<file path="src/rtl/fproc_pkg.sv">
// Shared types and defaults for the fproc measurement stage.
// FPROC_TIMEOUT_EN (optional) enables the bounded WAIT in fproc_meas.
package fproc_pkg;

  localparam int DATA_WIDTH_DEF     = 32;
  localparam int ID_WIDTH_DEF       = 8;
  localparam int N_MEAS_DEF         = 8;
  localparam int TIMEOUT_CYCLES_DEF = 1024;

  typedef enum logic [1:0] {
    IDLE = 2'd0,
    WAIT = 2'd1,
    RESP = 2'd2
  } fproc_state_e;

  // Fill bits for the special response words; replicated to DATA_WIDTH at use.
  localparam logic FPROC_DATA_BADID   = 1'b0;
  localparam logic FPROC_DATA_TIMEOUT = 1'b1;

endpackage

</file>
<file path="src/rtl/meas_latch_bank.sv">
// Per-channel fresh/bit latches for measurement results, with a consume port
// (response taken) and a load-block port (result bypassed straight to the core).
module meas_latch_bank #(
  parameter int N_MEAS = 8,
  localparam int IDX_W = (N_MEAS > 1) ? $clog2(N_MEAS) : 1
) (
  input  logic              clk,
  input  logic              reset,
  input  logic [N_MEAS-1:0] meas_valid_i,
  input  logic [N_MEAS-1:0] meas_bit_i,
  input  logic              consume_en_i,
  input  logic [IDX_W-1:0]  consume_idx_i,
  input  logic              block_en_i,
  input  logic [IDX_W-1:0]  block_idx_i,
  output logic [N_MEAS-1:0] fresh_o,
  output logic [N_MEAS-1:0] bits_o,
  output logic              overrun_o
);

  logic [N_MEAS-1:0] fresh_q;
  logic [N_MEAS-1:0] bit_q;

  genvar gi;
  generate
    for (gi = 0; gi < N_MEAS; gi++) begin : g_chan
      logic load;
      logic consume;
      assign load    = meas_valid_i[gi] && !(block_en_i && (block_idx_i == IDX_W'(gi)));
      assign consume = consume_en_i && (consume_idx_i == IDX_W'(gi));

      // A load in the same cycle as a consume keeps the channel fresh.
      always_ff @(posedge clk or negedge reset) begin
        if (!reset) begin
          fresh_q[gi] <= 1'b0;
          bit_q[gi]   <= 1'b0;
        end else if (load) begin
          fresh_q[gi] <= 1'b1;
          bit_q[gi]   <= meas_bit_i[gi];
        end else if (consume) begin
          fresh_q[gi] <= 1'b0;
        end
      end
    end
  endgenerate

  assign fresh_o   = fresh_q;
  assign bits_o    = bit_q;
  assign overrun_o = |(meas_valid_i & fresh_q);

endmodule

</file>
<file path="src/rtl/fproc_meas.sv">
// Answers core fproc requests with the latest measurement bit of a channel,
// stalling fproc_ready until a result is available. FPROC_TIMEOUT_EN bounds the wait.
module fproc_meas
  import fproc_pkg::*;
#(
  parameter int DATA_WIDTH     = DATA_WIDTH_DEF,
  parameter int ID_WIDTH       = ID_WIDTH_DEF,
  parameter int N_MEAS         = N_MEAS_DEF,
  parameter int TIMEOUT_CYCLES = TIMEOUT_CYCLES_DEF
) (
  input  logic                  clk,
  input  logic                  reset,
  input  logic [ID_WIDTH-1:0]   fproc_id,
  input  logic                  fproc_en,
  input  logic [N_MEAS-1:0]     meas_valid,
  input  logic [N_MEAS-1:0]     meas_bit,
  output logic                  fproc_ready,
  output logic [DATA_WIDTH-1:0] fproc_data,
  output logic                  busy,
  output logic                  err_bad_id,
  output logic                  err_overrun,
  output logic                  timeout
);

  localparam int IDX_W = (N_MEAS > 1) ? $clog2(N_MEAS) : 1;

  fproc_state_e          state_q;
  logic [IDX_W-1:0]      id_q;
  logic                  ready_q;
  logic [DATA_WIDTH-1:0] data_q;
  logic                  bad_id_q;
  logic                  overrun_q;

  logic [N_MEAS-1:0] fresh;
  logic [N_MEAS-1:0] bits;
  logic              bank_overrun;

  logic [IDX_W-1:0] req_idx;
  logic             id_ok;
  logic             idle_req;
  logic             wait_hit;
  logic             consume_en;
  logic             idle_bypass;
  logic             block_en;
  logic [IDX_W-1:0] block_idx;

  assign req_idx     = fproc_id[IDX_W-1:0];
  assign id_ok       = (fproc_id < ID_WIDTH'(N_MEAS));
  assign idle_req    = (state_q == IDLE) && fproc_en;
  assign wait_hit    = (state_q == WAIT) && meas_valid[id_q];
  assign consume_en  = idle_req && id_ok && fresh[req_idx];
  assign idle_bypass = idle_req && id_ok && !fresh[req_idx] && meas_valid[req_idx];
  // Bypassed results go straight to the core and must not leave the channel fresh.
  assign block_en    = idle_bypass || wait_hit;
  assign block_idx   = idle_bypass ? req_idx : id_q;

  meas_latch_bank #(
    .N_MEAS(N_MEAS)
  ) u_bank (
    .clk          (clk),
    .reset        (reset),
    .meas_valid_i (meas_valid),
    .meas_bit_i   (meas_bit),
    .consume_en_i (consume_en),
    .consume_idx_i(req_idx),
    .block_en_i   (block_en),
    .block_idx_i  (block_idx),
    .fresh_o      (fresh),
    .bits_o       (bits),
    .overrun_o    (bank_overrun)
  );

`ifdef FPROC_TIMEOUT_EN
  localparam int CNT_W = $clog2(TIMEOUT_CYCLES + 1);
  logic [CNT_W-1:0] cnt_q;
  logic             timeout_q;
`endif

  always_ff @(posedge clk or negedge reset) begin
    if (!reset) begin
      state_q   <= IDLE;
      id_q      <= '0;
      ready_q   <= 1'b0;
      data_q    <= '0;
      bad_id_q  <= 1'b0;
      overrun_q <= 1'b0;
`ifdef FPROC_TIMEOUT_EN
      cnt_q     <= '0;
      timeout_q <= 1'b0;
`endif
    end else begin
      ready_q <= 1'b0;
      if ((fproc_en && (state_q != IDLE)) || bank_overrun) begin
        overrun_q <= 1'b1;
      end
      case (state_q)
        IDLE: begin
          if (fproc_en) begin
            id_q <= req_idx;
`ifdef FPROC_TIMEOUT_EN
            cnt_q <= '0;
`endif
            if (!id_ok) begin
              bad_id_q <= 1'b1;
              data_q   <= {DATA_WIDTH{FPROC_DATA_BADID}};
              ready_q  <= 1'b1;
              state_q  <= RESP;
            end else if (fresh[req_idx]) begin
              data_q  <= {{(DATA_WIDTH-1){1'b0}}, bits[req_idx]};
              ready_q <= 1'b1;
              state_q <= RESP;
            end else if (meas_valid[req_idx]) begin
              data_q  <= {{(DATA_WIDTH-1){1'b0}}, meas_bit[req_idx]};
              ready_q <= 1'b1;
              state_q <= RESP;
            end else begin
              state_q <= WAIT;
            end
          end
        end
        WAIT: begin
          if (meas_valid[id_q]) begin
            data_q  <= {{(DATA_WIDTH-1){1'b0}}, meas_bit[id_q]};
            ready_q <= 1'b1;
            state_q <= RESP;
`ifdef FPROC_TIMEOUT_EN
          end else if (cnt_q == CNT_W'(TIMEOUT_CYCLES)) begin
            data_q    <= {DATA_WIDTH{FPROC_DATA_TIMEOUT}};
            timeout_q <= 1'b1;
            ready_q   <= 1'b1;
            state_q   <= RESP;
          end else begin
            cnt_q <= cnt_q + 1'b1;
`endif
          end
        end
        RESP: begin
          state_q <= IDLE;
        end
        default: begin
          state_q <= IDLE;
        end
      endcase
    end
  end

  assign fproc_ready = ready_q;
  assign fproc_data  = data_q;
  assign busy        = (state_q != IDLE);
  assign err_bad_id  = bad_id_q;
  assign err_overrun = overrun_q;

`ifdef FPROC_TIMEOUT_EN
  assign timeout = timeout_q;
`else
  logic unused_timeout_cfg;
  assign unused_timeout_cfg = ^TIMEOUT_CYCLES;
  assign timeout = 1'b0;
`endif

endmodule

</file>
<file path="config.mk">
export PLATFORM = sky130hd
export DESIGN_NAME = fproc_meas
export DESIGN_NICKNAME = d
export VERILOG_FILES = /design/src/rtl/fproc_pkg.sv /design/src/rtl/meas_latch_bank.sv /design/src/rtl/fproc_meas.sv
export SDC_FILE = /design/constraint.sdc
export NUM_CORES = 1
export LEC_CHECK = 0
export CELL_PAD_IN_SITES_DETAIL_PLACEMENT = 2
export CELL_PAD_IN_SITES_GLOBAL_PLACEMENT = 2
export CORE_MARGIN = 2
export CORE_UTILIZATION = 26
export DETAILED_ROUTE_END_ITERATION = 16
export PLACE_DENSITY = 0.86
export SYNTH_ARGS = -nofsm -noshare
export SYNTH_HDL_FRONTEND = slang
export SYNTH_SLANG_ARGS = --single-unit
</file>
<file path="constraint.sdc">
create_clock -name clk -period 2.2 [get_ports clk]
set_input_delay 0.33 -clock clk [delete_from_list [all_inputs] [get_ports clk]]
set_output_delay 0.33 -clock clk [all_outputs]
set_load 0.01 [all_outputs]
</file>
==> images/sizing.png <==
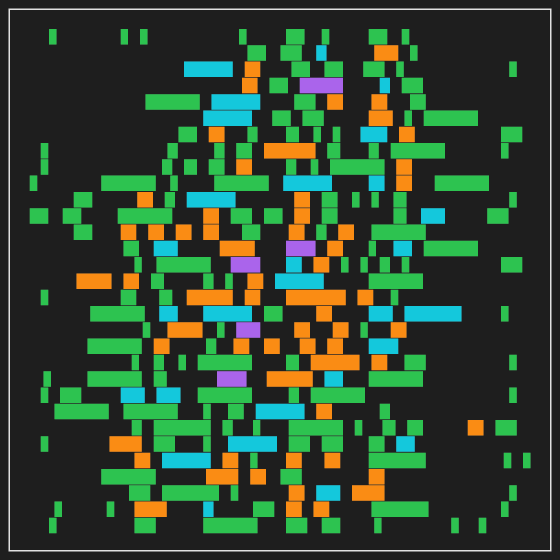
legend:
  x1 and smaller:
    color: green
    cells: 156
    share: 63%
  x3 and x4:
    color: orange
    cells: 60
    share: 24%
  x6 and larger:
    color: purple
    cells: 5
    share: 2.0%
  x2:
    color: cyan
    cells: 28
    share: 11%

==> images/route_heat.png <==
Bar = 20 um. 18 x 18 tiles, from dark blue (low) to red (high), scaled to the fullest tile. Values are wire area over tile area, all layers added.
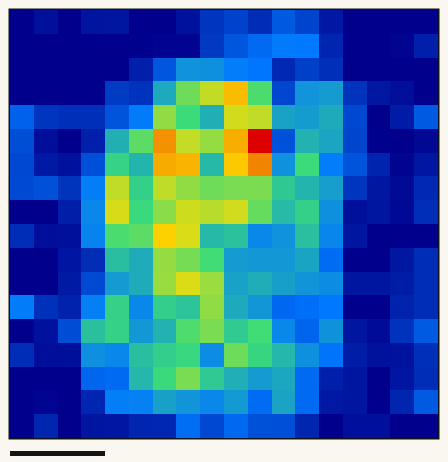
densest ninth of the die: middle
mean over tiles: 0.14
emptiest ninth of the die: top left
fullest tile: 0.60
nearly empty tiles: 21%

==> reports/metrics.yaml <==
die:
  die_x_um: 90.1
  die_h_um: 90.1
  fp-utilization_pct: 26.7
layout:
  num-nets-final: 277
  buffers: 79
  largest_class: "combinational gates"
  comb-cell-share_pct: 45.2
  comb_cells: 138
synth:
  largest_area_cell: "dfrtp_1"
  synth_cell_type_count: 43
  synth.avg_cell_area_um2: 11.1
  synthFlopType: "dfrtp_1"
  synthTopCellsByArea: "dfrtp_1 32%, buf_4 12%, mux4_1 11%"
  ys_warn_count: 0
  ys_sh_simple_pct: 14.2
place:
  dpl_cell_area_mm2: 0.00251
critical_path:
  crit_slowest_cell: "mux4_2"
  critical-path-top-delay-family: "multiplexers"
  cp.depth: 6
detailed_routing:
  met2_length_mm: 3.79
sta:
  rsz0062_at_grt: "true"
  setup_ws_ns: 0.0111
  timing.hold.ws_ns: 0.426
power_and_ir_drop:
  switching_share_pct: 31.7
  p_seq_share_pct: 43.3
clock_tree:
  cts_buffers: 3
  cts-resized-gates: 45
  post-cts-setup-buffer-count: 6
run_status:
  status: "completed"
global_routing:
  grt_start_max_net_pins: 26
  grt_overflow: 0
==> images/congestion_map.png <==
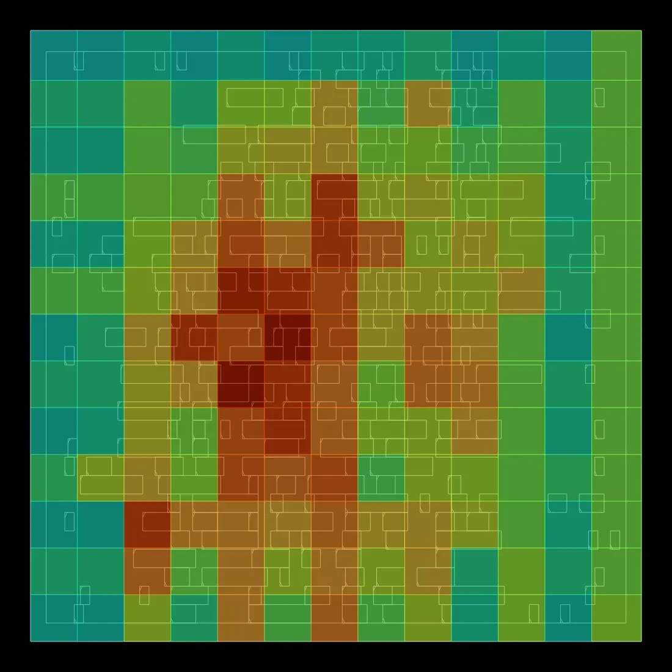
met3 Use GR: 2.10%
met2 Resource Use GR: 32.6%

==> images/class_map.png <==
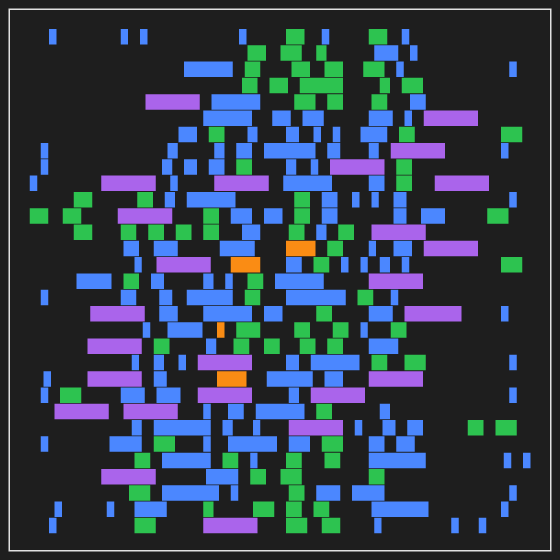
legend:
  remaining logic cells:
    color: blue
    cells: 141
    share_of_their_area: 48%
  clock drivers and dummy loads:
    color: orange
    cells: 4
    share_of_their_area: 1.8%
  remaining buffers and delay cells:
    color: green
    cells: 79
    share_of_their_area: 26%
  sequential cells:
    color: purple
    cells: 25
    share_of_their_area: 25%
final instance area: 0.00267 mm2
FP Rows: 31
fin util: 37.1%
sequential share of cell area: 23.4%
Core Area: 0.00721 mm2

==> power groups by stage <==
stage | Combinational, mW | Sequential, mW | Clock (mW)
after detailed placement | 0.359 | 0.524 | 0
after global placement | 0.340 | 0.519 | 0
after floorplan | 0.227 | 0.507 | 0
final | 0.388 | 0.518 | 0.290
after global routing | 0.411 | 0.521 | 0.313
after CTS | 0.381 | 0.516 | 0.300
==> worst register-to-register path: cells and delay by family, from the launching register on <==
kind                   cells  cell delay, ns
flip-flops                 1            0.44
multiplexers               3            1.10
AND-OR/OR-AND              1            0.07
buffers and inverters      1            0.17
AND/OR/NAND/NOR            1            0.30
==> kinds of logic after synthesis <==
family / Yosys count
AND/OR/NAND/NOR: 44
buffers and inverters: 42
AND-OR/OR-AND: 34
multiplexers: 28
flip-flops: 25
other: 1
==> sequential cells by signal (all words and copies together) (netlist names) <==
name            flops
err_overrun         1
err_bad_id          1
state_q             2
id_q                3
u_bank.fresh_o      8
fproc_ready         1
u_bank.bits_o       8
fproc_data          1
==> final timing paths <==
kind | startpoint | end | slack, ns
min in group clk | err_bad_id$_DFFE_PN0P_ | err_bad_id$_DFFE_PN0P_ | 0.50
max in group asynchronous | reset | id_q[0]$_DFFE_PN0N_ | 1.50
worst min-delay path | reset | id_q[2]$_DFFE_PN0N_ | 0.43
worst min register to register | err_bad_id$_DFFE_PN0P_ | err_bad_id$_DFFE_PN0P_ | 0.50
worst max-delay path | u_bank.fresh_o[3]$_DFFE_PN0P_ | u_bank.bits_o[3]$_DFFE_PN0P_ | 0.01
worst max register to register | u_bank.fresh_o[3]$_DFFE_PN0P_ | u_bank.bits_o[3]$_DFFE_PN0P_ | 0.01
Power is estimated from default activity; no workload was simulated.
